File: config.mk
export PLATFORM = sky130hd
export DESIGN_NAME = l1_l2_bus_requester
export DESIGN_NICKNAME = d
export VERILOG_FILES = /design/src/rtl/l1_l2_bus_requester.sv
export SDC_FILE = /design/constraint.sdc
export NUM_CORES = 1
export LEC_CHECK = 0
export ABC_AREA = 0
export CAP_MARGIN = 20
export CELL_PAD_IN_SITES_DETAIL_PLACEMENT = 1
export CELL_PAD_IN_SITES_GLOBAL_PLACEMENT = 2
export CORE_AREA = 3 3 188 190
export DETAILED_ROUTE_END_ITERATION = 10
export DIE_AREA = 0 0 191 193
export PLACE_DENSITY = 0.81
export SLEW_MARGIN = 20
export SYNTH_ARGS = -nofsm -noshare
export SYNTH_HDL_FRONTEND = slang
export SYNTH_SLANG_ARGS = --single-unit
File: constraint.sdc
create_clock -name clk -period 2 [get_ports clk]
set_clock_uncertainty 0.15 [all_clocks]
set_input_delay 0.3 -clock clk [delete_from_list [all_inputs] [get_ports clk]]
set_output_delay 0.3 -clock clk [all_outputs]
set_load 0.02 [all_outputs]
File: src/rtl/l1_l2_bus_requester.sv
// L1->L2 bus initiator: issues one load/store at a time to L2.
// On an L2 load miss it fetches the word from dmem and replays it to L2.
module l1_l2_bus_requester #(
  parameter int TIMEOUT_CYCLES = 16,
  parameter int CNT_W          = 16
) (
  input  logic             clk,
  input  logic             reset,
  input  logic             req_valid,
  output logic             req_ready,
  input  logic             req_is_store,
  input  logic [31:0]      req_addr,
  input  logic [31:0]      req_wdata,
  output logic             resp_valid,
  output logic [31:0]      resp_data,
  output logic             resp_error,
  output logic             busy,
  output logic [6:0]       opcode_out,
  output logic [31:0]      bus_address_out,
  output logic [31:0]      bus_data_out,
  input  logic [1:0]       l2_hit_in,
  input  logic [31:0]      l2_data_in,
  output logic             dmem_rd_en,
  output logic [31:0]      dmem_addr,
  input  logic [31:0]      dmem_rdata,
  input  logic             dmem_rvalid,
  output logic [CNT_W-1:0] hit_count,
  output logic [CNT_W-1:0] miss_count
);

  localparam logic [2:0] IDLE    = 3'd0;
  localparam logic [2:0] ISSUE   = 3'd1;
  localparam logic [2:0] WAIT_L2 = 3'd2;
  localparam logic [2:0] MEM_RD  = 3'd3;
  localparam logic [2:0] FILL    = 3'd4;
  localparam logic [2:0] RESP    = 3'd5;

  localparam logic [6:0] OP_LOAD  = 7'b0000011;
  localparam logic [6:0] OP_STORE = 7'b0100011;

  localparam int TW = $clog2(TIMEOUT_CYCLES + 1);
  localparam logic [TW-1:0] TMO_MAX = TW'(TIMEOUT_CYCLES);
  localparam logic [TW-1:0] TMO_ONE = TW'(1);
  localparam logic [CNT_W-1:0] CNT_ONE = CNT_W'(1);

  logic [2:0]       state_q, state_d;
  logic [31:0]      addr_q, addr_d;
  logic [31:0]      wdata_q, wdata_d;
  logic             store_q, store_d;
  logic [31:0]      data_q, data_d;
  logic             err_q, err_d;
  logic [TW-1:0]    tmo_q, tmo_d;
  logic [CNT_W-1:0] hit_q, hit_d;
  logic [CNT_W-1:0] miss_q, miss_d;

  always_comb begin
    state_d = state_q;
    addr_d  = addr_q;
    wdata_d = wdata_q;
    store_d = store_q;
    data_d  = data_q;
    err_d   = err_q;
    tmo_d   = tmo_q;
    hit_d   = hit_q;
    miss_d  = miss_q;
    unique case (state_q)
      IDLE: begin
        if (req_valid) begin
          addr_d  = req_addr;
          wdata_d = req_wdata;
          store_d = req_is_store;
          data_d  = '0;
          err_d   = 1'b0;
          tmo_d   = '0;
          state_d = ISSUE;
        end
      end
      ISSUE, WAIT_L2: begin
        if (state_q == ISSUE && store_q) begin
          state_d = RESP;
        end else if (l2_hit_in == 2'b10) begin
          data_d  = l2_data_in;
          hit_d   = (&hit_q) ? hit_q : hit_q + CNT_ONE;
          state_d = RESP;
        end else if (l2_hit_in == 2'b01) begin
          miss_d  = (&miss_q) ? miss_q : miss_q + CNT_ONE;
          tmo_d   = TMO_ONE;
          state_d = MEM_RD;
        end else if (state_q == WAIT_L2 && tmo_q >= TMO_MAX) begin
          err_d   = 1'b1;
          data_d  = '0;
          state_d = RESP;
        end else begin
          tmo_d   = (state_q == ISSUE) ? TMO_ONE : tmo_q + TMO_ONE;
          state_d = WAIT_L2;
        end
      end
      MEM_RD: begin
        if (dmem_rvalid) begin
          data_d  = dmem_rdata;
          state_d = FILL;
        end else if (tmo_q >= TMO_MAX) begin
          err_d   = 1'b1;
          data_d  = '0;
          state_d = RESP;
        end else begin
          tmo_d = tmo_q + TMO_ONE;
        end
      end
      FILL:    state_d = RESP;
      RESP:    state_d = IDLE;
      default: state_d = IDLE;
    endcase
  end

  always_ff @(posedge clk) begin
    if (reset) begin
      state_q <= IDLE;
      addr_q  <= '0;
      wdata_q <= '0;
      store_q <= 1'b0;
      data_q  <= '0;
      err_q   <= 1'b0;
      tmo_q   <= '0;
      hit_q   <= '0;
      miss_q  <= '0;
    end else begin
      state_q <= state_d;
      addr_q  <= addr_d;
      wdata_q <= wdata_d;
      store_q <= store_d;
      data_q  <= data_d;
      err_q   <= err_d;
      tmo_q   <= tmo_d;
      hit_q   <= hit_d;
      miss_q  <= miss_d;
    end
  end

  // Bus outputs are pure decodes of the state and latched request.
  always_comb begin
    req_ready       = 1'b0;
    busy            = 1'b1;
    resp_valid      = 1'b0;
    resp_data       = '0;
    resp_error      = 1'b0;
    opcode_out      = '0;
    bus_address_out = '0;
    bus_data_out    = '0;
    dmem_rd_en      = 1'b0;
    dmem_addr       = '0;
    unique case (state_q)
      IDLE: begin
        req_ready = 1'b1;
        busy      = 1'b0;
      end
      ISSUE: begin
        opcode_out      = store_q ? OP_STORE : OP_LOAD;
        bus_address_out = addr_q;
        bus_data_out    = store_q ? wdata_q : 32'd0;
      end
      WAIT_L2: begin
        opcode_out      = OP_LOAD;
        bus_address_out = addr_q;
      end
      MEM_RD: begin
        dmem_rd_en = 1'b1;
        dmem_addr  = addr_q;
      end
      FILL: begin
        opcode_out      = OP_LOAD;
        bus_address_out = addr_q;
        bus_data_out    = data_q;
      end
      RESP: begin
        resp_valid = 1'b1;
        resp_data  = data_q;
        resp_error = err_q;
      end
      default: begin
        busy = 1'b0;
      end
    endcase
  end

  assign hit_count  = hit_q;
  assign miss_count = miss_q;

endmodule

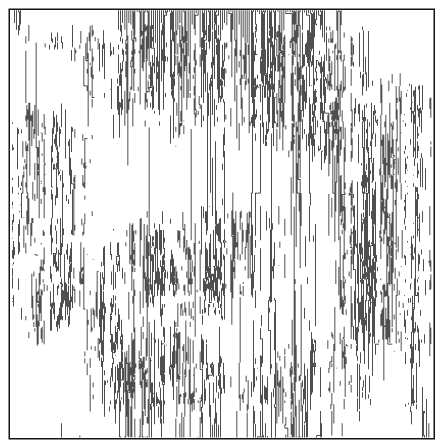
**Above:** run 1 (signal wires on met2).
The layer holds 51% of the routed length. 1,287 nets have wire on it.

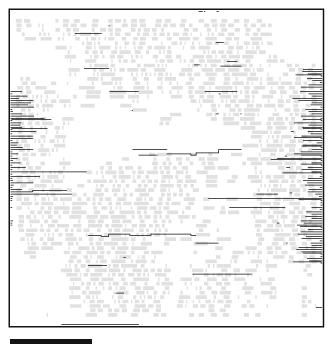
**Above:** run 1 (met3 routing).
The bar under the picture is 50 um long.
The wires run mostly horizontal. The layer carries 1,800 um of wire. The longest straight run is 69.4 um. The layer holds 5.2% of the routed length. 159 nets have wire on it.

==> reports/qor.yml <==
drive_gt1_share_pct: 41.0
gp_congestion: 0.780
slew_violations: 0
rows: 67
tap_cells: 448
power-top-group: "combinational cells"
path_buffers: 4
synth.yosys.warnings: 0
pg_comb_w: 0.00553
yosys.area_share.adder_pct: 0.533
finalPower_w: 0.0125
setup_violations: 204
status: "complete, but fails checks"
antenna_found_initial: 0
inv_count: 10
track_usage_pct: 16.8
routedWlPerCell_um: 19.8
topCellsByArea: "dfxtp_1 39%, nand2_1 7.7%, and2_1 5.9%"
clock_cell_area_share_pct: 4.43
comb_share_pct: 33.6
clkTransAtPathRegs_ns: 0.06
reg2reg_depth: 12
clkPwrFrac_pct: 27.7
seq-cell-share_pct: 19.8
use_met3_pct: 3.71
path_class: "flip-flop to output port"
cp_num_cells: 8
mostFrequentLayoutCells: "156 x clkdlybuf4s50_1, 141 x nand2_1, 140 x buf_6"
layout.area.comb_mm2: 0.00473
hold_viol_final: 0
vias: 8073
swShare_pct: 34.0
yosysUniqueCellTypes: 60
top_area_cell: "dfxtp_1"
dpl_cell_area_mm2: 0.0112
worstPathRequired_ns: 1.55
fin_setup_tns_ns: -47.27
critPathSlowestCell: "dfxtp_4"
worstHoldStart: "reset"
fp-utilization_pct: 21.0
synth-main-ff-cell: "dfxtp_1"
cp_common_cell: "buf_6"
grt_util_met2_pct: 30.0
crit_end: "bus_address_out[21]"
cp-end-kind: "output port"
critical-path-max-stage-delay_ns: 0.37
yosysMostFrequentCell: "nand2_1"
power_clock_w: 0.00346
pwr-share-comb_pct: 44.2
syn-cell-area_mm2: 0.00705
hp-class: "input port to flip-flop"
critPathLaunch: "state_q[1]"
simple_gate_share_pct: 27.4
cp_max_fo: 8
place_ws_ns: -0.481
fin_crit_sh_pct: 117
holdPathEnd: "miss_count[7]"
grt_pass1_wl_um: 48100
holdPathStages: 2
ys_cells: 863
powerSeq_w: 0.00352
layout.cells.most_common: "clkdlybuf4s50_1"
max_freq_mhz: 428
syn_to_final_growth_pct: 99.6
regArea_mm2: 0.00278
async_flop_share_pct: 0
largest_class: "buffers"
power_frac_seq_pct: 28.1
overflow: 0
synth_top_area_share_pct: 39.2
core_mm2: 0.0336
cts_tree: "yes"
ys_seq_share_pct: 39.2
dr.pass1.iters: 4
drt_iter0_markers: 354
synthTopCellsByCount: "144 x nand2_1, 138 x dfxtp_1, 77 x a21oi_1"
buffer_area_share_pct: 37.9
busiest_layer: "met2"
critPathArrivalTime_ns: 1.89
grt_max_degree: 56
xor_area_share_pct: 2.49
die_w_um: 191
antennaDiodeCount: 0
rrSetupSlack_ns: -0.30
htreeDepth: 4
r2r-start: "state_q[1]"
fill_cells: 3741
cp_top_family: "buffers and inverters"
rsz0062_at_grt: "true"
fin_cells: 1744
path_cells: "buf_6 > nor2b_4 > nor2_4 > o21ai_2 > buf_6 > clkbuf_16 > and2_4 > buf_6"
ant_nets: 0
worstReg2RegEnd: "data_q[18]"
synth_flops: 138
final_area_mm2: 0.0141
tool_warnings: 29
logic_family: "simple AND/OR/NAND/NOR gates"
synthMuxAreaShare_pct: 1.07
ir_worst_vdd_v: 0.000564
post-dp-hpwl_um: 21600
final_nets: 1423
fin_util_pct: 41.9
die-height_um: 193
ys_chip_area_mm2: 0.00705
violations: "setup timing"
wl_um: 34500
die_area_mm2: 0.0369
placed_cells: 1632
port_buffers: 302
grt_pass1_vias: 8219
n_all_buffers: 478
finalWorstSetupSlack_ns: -0.338
p_leak_nw: 5.59
ys_sh_aoi_pct: 23.5
fin_crit_ns: 2.34
grtUsageMet1_pct: 20.5
io_pins: 307
p_switching_w: 0.00426
via_per_inst: 4.63
holdBufCountCts: 0
edf_count: 0
drc: 0
root_buffer: "clkbuf_16"
cap_viol_max_count: 0
logic_gate_count: 640
p_int_w: 0.00826
syn_inst: 863
max_slew_margin_pct: 57.8
hold_slack_ns: 0.0870
cts_max_path_buffers: 2
tightest_slew_ns: 0.627
power_density_mw_per_mm2: 890
worst_setup_path_start_kind: "flip-flop"
avgSynthCellArea_um2: 8.17
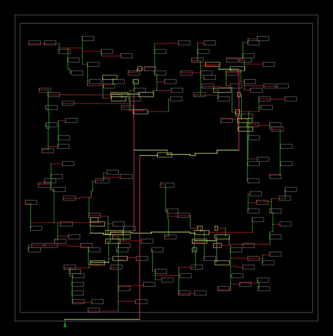
**Above:** run 1 (clock nets).
Late-Pin Clk Latency: 0.43 ns
CTS buffer count: 17
clkbuf count: 19
registers: 138
clock sink count: 138

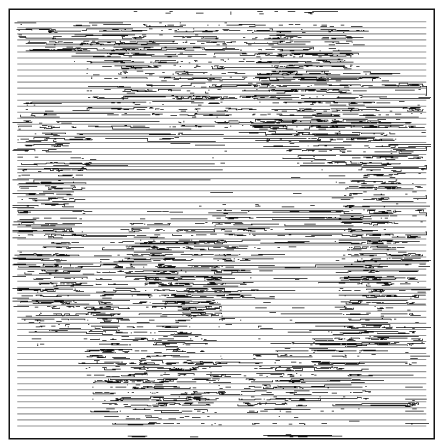
**Above:** run 1 (signal wires on met1).
Supply wires on this layer in gray.
The longest straight run is 79.6 um. 1,269 nets have wire on it. The wires run mostly horizontal. The layer holds 42% of the routed length. The layer carries 14,400 um of wire.

## run 1: repair_timing
action | in CTS | in global routing
resized | 781 | 171
hold endpoints to repair | 0 | 0
endpoints found under the setup margin | 198 | 218
cloned | 15 | 6
setup buffers | 44 | 25
pin swaps | 25 | 75
## run 1: layer usage
| metal | share of wire (%) | wire [um] | up-vias |
|---|---|---|---|
| li1 | - | - | 3869 |
| met1 | 42 | 14400 | 3986 |
| met2 | 51 | 17800 | 193 |
| met3 | 5.2 | 1800 | 25 |
| met4 | 1.6 | 547 | 0 |
| met5 | 0 | 0 | - |
## run 1: flip-flops by register name, summed over array words and instances, names as in the netlist
signal / cells
state_q: 3
addr_q: 32
err_q: 1
tmo_q: 5
wdata_q: 32
store_q: 1
miss_count: 16
data_q: 32
hit_count: 16
No activity file was given, so power comes from the tool's default toggle rates.
